--- config.mk ---
export PLATFORM = sky130hd
export DESIGN_NAME = rr_decode_arbiter
export DESIGN_NICKNAME = d
export VERILOG_FILES = /design/src/rtl/rr_decode_arbiter.sv
export SDC_FILE = /design/constraint.sdc
export NUM_CORES = 1
export LEC_CHECK = 0
export ABC_AREA = 1
export ABC_CLOCK_PERIOD_IN_PS = 2880
export CAP_MARGIN = 20
export CORE_MARGIN = 2
export CORE_UTILIZATION = 45
export CTS_BUF_LIST = sky130_fd_sc_hd__clkbuf_4
export CTS_CLUSTER_DIAMETER = 200
export DETAILED_ROUTE_END_ITERATION = 8
export PLACE_DENSITY = 0.71
export SYNTH_ARGS = -nofsm -noshare
export SYNTH_HDL_FRONTEND = slang
export SYNTH_SLANG_ARGS = --single-unit
--- constraint.sdc ---
create_clock -name clk -period 2.88 [get_ports clk]
set_input_delay 0.432 -clock clk [delete_from_list [all_inputs] [get_ports clk]]
set_output_delay 0.432 -clock clk [all_outputs]
set_load 0.01 [all_outputs]
--- src/rtl/rr_decode_arbiter.sv ---
// Four-requester round-robin arbiter with one-hot registered grant, owner release
// via done/req drop, and an optional hold-timeout that forces rotation.
module rr_decode_arbiter #(
    parameter int unsigned MAX_HOLD = 8,
    parameter int unsigned HOLD_W   = 4
) (
    input  logic       clk,
    input  logic       rst_n,
    input  logic [3:0] req,
    input  logic       done,
    output logic [3:0] gnt,
    output logic [1:0] gnt_idx,
    output logic       gnt_valid
);

    typedef enum logic {IDLE, GRANT} state_e;

    state_e              state_q, state_d;
    logic [1:0]          ptr_q, ptr_d;
    logic [1:0]          idx_q, idx_d;
    logic [3:0]          gnt_q, gnt_d;
    logic                valid_q, valid_d;
    logic [HOLD_W-1:0]   cnt_q, cnt_d;

    logic [1:0]          cand;
    logic [1:0]          winner;
    logic                any_req;
    logic                timeout;

    function automatic logic [3:0] dec2to4(input logic [1:0] sel);
        dec2to4      = '0;
        dec2to4[sel] = 1'b1;
    endfunction

    // First set request scanning upward from the priority pointer, wrapping mod 4.
    always_comb begin
        cand    = '0;
        winner  = '0;
        any_req = 1'b0;
        for (int unsigned i = 0; i < 4; i++) begin
            cand = ptr_q + 2'(i);
            if (!any_req && req[cand]) begin
                winner  = cand;
                any_req = 1'b1;
            end
        end
    end

    assign timeout = (MAX_HOLD != 0) && (cnt_q == HOLD_W'(MAX_HOLD - 1));

    always_comb begin
        state_d = state_q;
        ptr_d   = ptr_q;
        idx_d   = idx_q;
        gnt_d   = gnt_q;
        valid_d = valid_q;
        cnt_d   = cnt_q;
        case (state_q)
            IDLE: begin
                if (any_req) begin
                    state_d = GRANT;
                    idx_d   = winner;
                    gnt_d   = dec2to4(winner);
                    valid_d = 1'b1;
                    cnt_d   = '0;
                end
            end
            GRANT: begin
                if (!req[idx_q] || done || timeout) begin
                    state_d = IDLE;
                    gnt_d   = '0;
                    valid_d = 1'b0;
                    ptr_d   = idx_q + 2'd1;
                    cnt_d   = '0;
                end else begin
                    // Saturate so an unlimited hold never wraps the counter.
                    cnt_d = (cnt_q == '1) ? cnt_q : cnt_q + 1'b1;
                end
            end
        endcase
    end

    always_ff @(posedge clk or negedge rst_n) begin
        if (!rst_n) begin
            state_q <= IDLE;
            ptr_q   <= '0;
            idx_q   <= '0;
            gnt_q   <= '0;
            valid_q <= 1'b0;
            cnt_q   <= '0;
        end else begin
            state_q <= state_d;
            ptr_q   <= ptr_d;
            idx_q   <= idx_d;
            gnt_q   <= gnt_d;
            valid_q <= valid_d;
            cnt_q   <= cnt_d;
        end
    end

    assign gnt       = gnt_q;
    assign gnt_idx   = idx_q;
    assign gnt_valid = valid_q;

endmodule

==> results.env <==
RUN_STATUS='completed'
GRT_START_MAX_NET_PINS=15
RR_STARTPOINT='ptr_q[0]'
FIRSTDRTPASSITERS=4
MOST_COMMON_CELL='sky130_fd_sc_hd__nand2_1'
INITCOREUTIL_PCT=46.8
AREA_GROWTH_PCT=16.5
SYNTH.NET_COUNT=159
FINAL_LAYOUT_SIZE_SUFFIX_GT1_SHARE_PCT=16.3
CTS_HOLD_BUFFERS=0
TIGHTESTPINTRANSITION_NS=0.598
PATH_CELLS='inv_2 > nand2_1 > nand2_4 > nand2_2 > nand2_2 > nor2_4 > nand3_2 > nand2_2 > inv_1 > nand3_1 > nand2_1'
TIMING_WORST_SETUP_PATH_TYPE='reg2reg'
INTERNAL_POWER_mW=0.612
RELSLEWSLACK_PCT=60.0
FIN_NETS=175
PLACEMENT_ROWS=17
CTS.CLK_SLEW.WORST_PATHS_NS=0.09
POSTROUTEANTENNANETS=0
MINIMUM_PERIOD_IMPLIED_BY_THE_FINAL_WORST_SETUP_SLACK_NS=1.78
CRITPATHREQUIREDTIME_NS=3.06
SWITCHING_POWER_mW=0.639
FINAL_CELLS=194
HPWL_MM=1.60
DP_WORST_SETUP_SLACK_NS=0.890
DP_CELLS=190
YOSYSWARNINGS=0
FINAL.SETUP.TNS_NS=0
GRT_USE_MET3_PCT=1.44
DRT_ITER0_DRC=10
TOP_CELLS_BY_COUNT='sky130_fd_sc_hd__nand2_1, sky130_fd_sc_hd__nand3_1, sky130_fd_sc_hd__dfrtp_1, sky130_fd_sc_hd__inv_1, sky130_fd_sc_hd__nand2_2'
POWERSEQ_mW=0.353
SYNTHESIS.INSTANCES=151
POWER_mW=1.25
COMB_CELL_POWER_mW=0.787
CRIT_SHARE_POST_ROUTE_PCT=61.8
CP_TOP_FAMILY='simple AND/OR/NAND/NOR gates'
DETAILED_PLACE.AREA_UM2=1170
CTS.REPAIR_TIMING.SETUP_BUFFER_COUNT=0
HOLD_DEPTH=2
CP-END-KIND='flip-flop'
P_PER_AREA_nW_PER_UM2=1050
POSTSYNTH.ASYNCRESETSHARE_PCT=100
ROUTEDLENGTHMET1_UM=965
FP.COREAREA_UM2=2190
GR-TOTAL-OVERFLOW=0
TIMING.CLOCK.SKEW_NS=0.00849
SHARE_SEQ_OF_TOTAL_POWER_PCT=28.2
SUM_OF_BUFFERS_AND_INVERTERS_ON_THE_CRITICAL_PATH=2
HOLD_PATH_STARTPOINT='gnt_valid'
SYN-CELL-AREA_UM2=1020
POST_SYNTH_MAIN_AREA_CONTRIBUTORS='sky130_fd_sc_hd__dfrtp_1, sky130_fd_sc_hd__nand2_1, sky130_fd_sc_hd__nand3_1, sky130_fd_sc_hd__nand2_2, sky130_fd_sc_hd__inv_1'
SYNTH_CELL_TYPE_COUNT=23
WL_MET2_UM=932
TIMING_HOLD_VIOLATIONS_FINAL=0
SYNTH_FLOP_COUNT=14
GRT_PASS1_VIAS=937
AREA_LEADER_NETLIST='sky130_fd_sc_hd__dfrtp_1'
ROOT_BUFFER='sky130_fd_sc_hd__clkbuf_4'
P_COMB_SHARE_PCT=62.9
WHS_NS=0.495
TIMING_MAX_TRANSITION_VIOLATIONS_FINAL=0
ANTENNA_CELLS_INSERTED=0
CAP_VIOL_MAX_COUNT=0
GRT_USE_TOTAL_PCT=18.1
MAX_CLOCK_FREQ_GHz=0.562
CTS_BUFFERS=3
TIMING.CRITICAL_PATH.SLOWEST_CELL_DELAY_NS=0.59
POWER.SWITCHING_FRACTION_PCT=51.1
STARTPOINT_TYPE='flip-flop'
DETAILROUTE.VIA_COUNT=947
GRT.MET1_USAGE_PCT=21.8
ANTENNA_FOUND_INITIAL=0
SYNTH-AREA-YOSYS_UM2=1020
WORST_SKEW_PAIR.LATE_LATENCY_NS=0.28
TIMING.CRITICAL_PATH.ARRIVAL_NS=1.96
ENABLE_FLOP_CELLS=0
AVGVIACOUNTPERCELL=4.88
DIE-AREA_UM2=2670
YS_SEQ_SHARE_PCT=34.2
RR_WORST_DEPTH=11
YS_CELLS=151
WORST_SETUP_PATH_STARTPOINT='ptr_q[0]'
MAXUSEDROUTINGLAYER='met4'
CRITPATHMOSTFREQUENTCELL='sky130_fd_sc_hd__nand2_2'
SETUP-VIOLATIONS-FINAL=0
NUM_IO_PINS=14
USE_MET2_PCT=32.1
RD_PLACE_CONGESTION=0.841
FLOP_CELL='sky130_fd_sc_hd__dfrtp_1'
NETLIST.AREA_LEADER.SHARE_PCT=34.2
MIN_DELAY_ENDPOINT='gnt_valid'
CP.DEPTH=11
CTS_BUFFER_DEPTH=2
POWER.CLOCK.TOTAL_mW=0.111
POST_SYNTHESIS_MEAN_INSTANCE_AREA_UM2=6.79
LOG.WARNING_COUNT=26
CLK_SINKS=14
TRITONCTS_CLOCK_TREE='yes'
DRT-WIRELENGTH-PER-CELL_UM=10.2
GRT_SETUP_UNREPAIRED='no'
CLOCKPOWERSHARE_PCT=8.9
FINAL_COMMON_CELL='sky130_fd_sc_hd__nand2_1'
MET3_WIRELENGTH_UM=49
R2R_SETUP_SLACK_NS=1.10
REG2REG_TO='gnt[2]'
HTREE_LEVELS=1
FINALWORSTSETUPSLACK_NS=1.10
NFILLCELLS=206
CLASS_OF_THE_MOST_CRITICAL_HOLD_TIMING_PATH='reg2reg'
LAYOUT_TOP_CELLS='sky130_fd_sc_hd__nand2_1, sky130_fd_sc_hd__nand3_1, sky130_fd_sc_hd__inv_1, sky130_fd_sc_hd__dfrtp_1'
CRITICAL_PATH.ENDPOINT='gnt[2]'
GRT_PASS1_WL_MM=3.69
POST_CTS_RESIZED=0
BUSIEST_LAYER='met2'
DRC_VIOLATION_COUNT_AFTER_ROUTING=0
POWER.IR.VDD_WORST_mV=0.600
FINALWIRELENGTH_MM=1.99
CRIT_PATH_TOP_DELAY_CELL='sky130_fd_sc_hd__dfrtp_1'
FIN_AREA_UM2=1190
CRIT_FANOUT=12
TOP_POWER_GROUP='combinational cells'
LEAKAGE_nW=0.646
kinds of logic after synthesis:
group	count (synthesis)	synth area share, %
AND-OR/OR-AND	9	5.25
XOR/XNOR	2	1.71
adder cells (fa/ha/maj)	1	1.22
buffers and inverters	19	8.42
flip-flops	14	34.2
AND/OR/NAND/NOR	106	49.2
cell type report:
| class | instances | area, um2 | share of cell area [%] |
|---|---|---|---|
| multi-input cells | 118 | 588 | 49.3 |
| clock buffers | 3 | 22.5 | 1.89 |
| clock inverters | 1 | 3.75 | 0.314 |
| well taps | 28 | 35.0 | 2.94 |
| repair buffers | 13 | 130 | 10.9 |
| inverters | 17 | 63.8 | 5.35 |
| flip-flops and latches | 14 | 350 | 29.4 |
Fig. 1: wiring by layer
Two of the layers only.
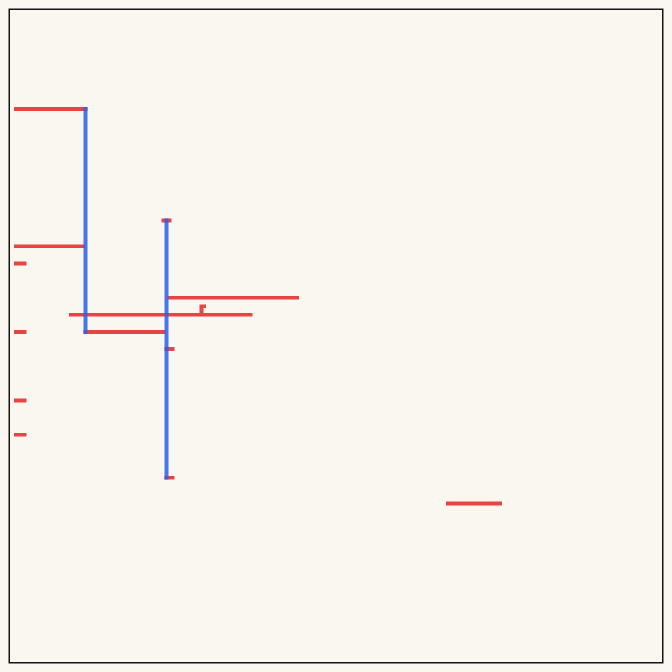
color	layer	wire length
blue	M4	38.1 um
red	M3	49.9 um

Fig. 2: sequential cells grouped by signal name
Other sequential cells in the stronger gray, the rest of the logic in the fainter gray.
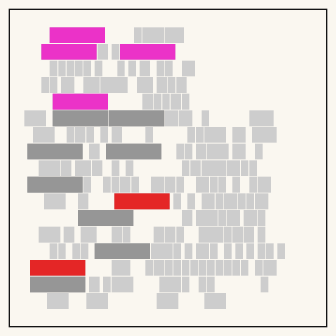
color	netlist name	sequential cells
magenta	cnt_q	4
red	gnt_idx	2
Register Area: 350 um2
Finished Core Util: 54.5%

Fig. 3: ports around the boundary
Pins as bars across the die edge, other pins in gray.
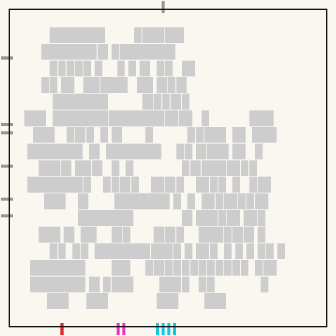
color	port	pins	direction	edge
magenta	gnt_idx	2	output	bottom
red	rst_n	1	input	bottom
cyan	req	4	input	bottom
all pins by edge	7 bottom, 6 left, 1 top
Die Y-Extent: 51.7 um
number of I/O port buffers: 13
horizontal die dimension: 51.7 um

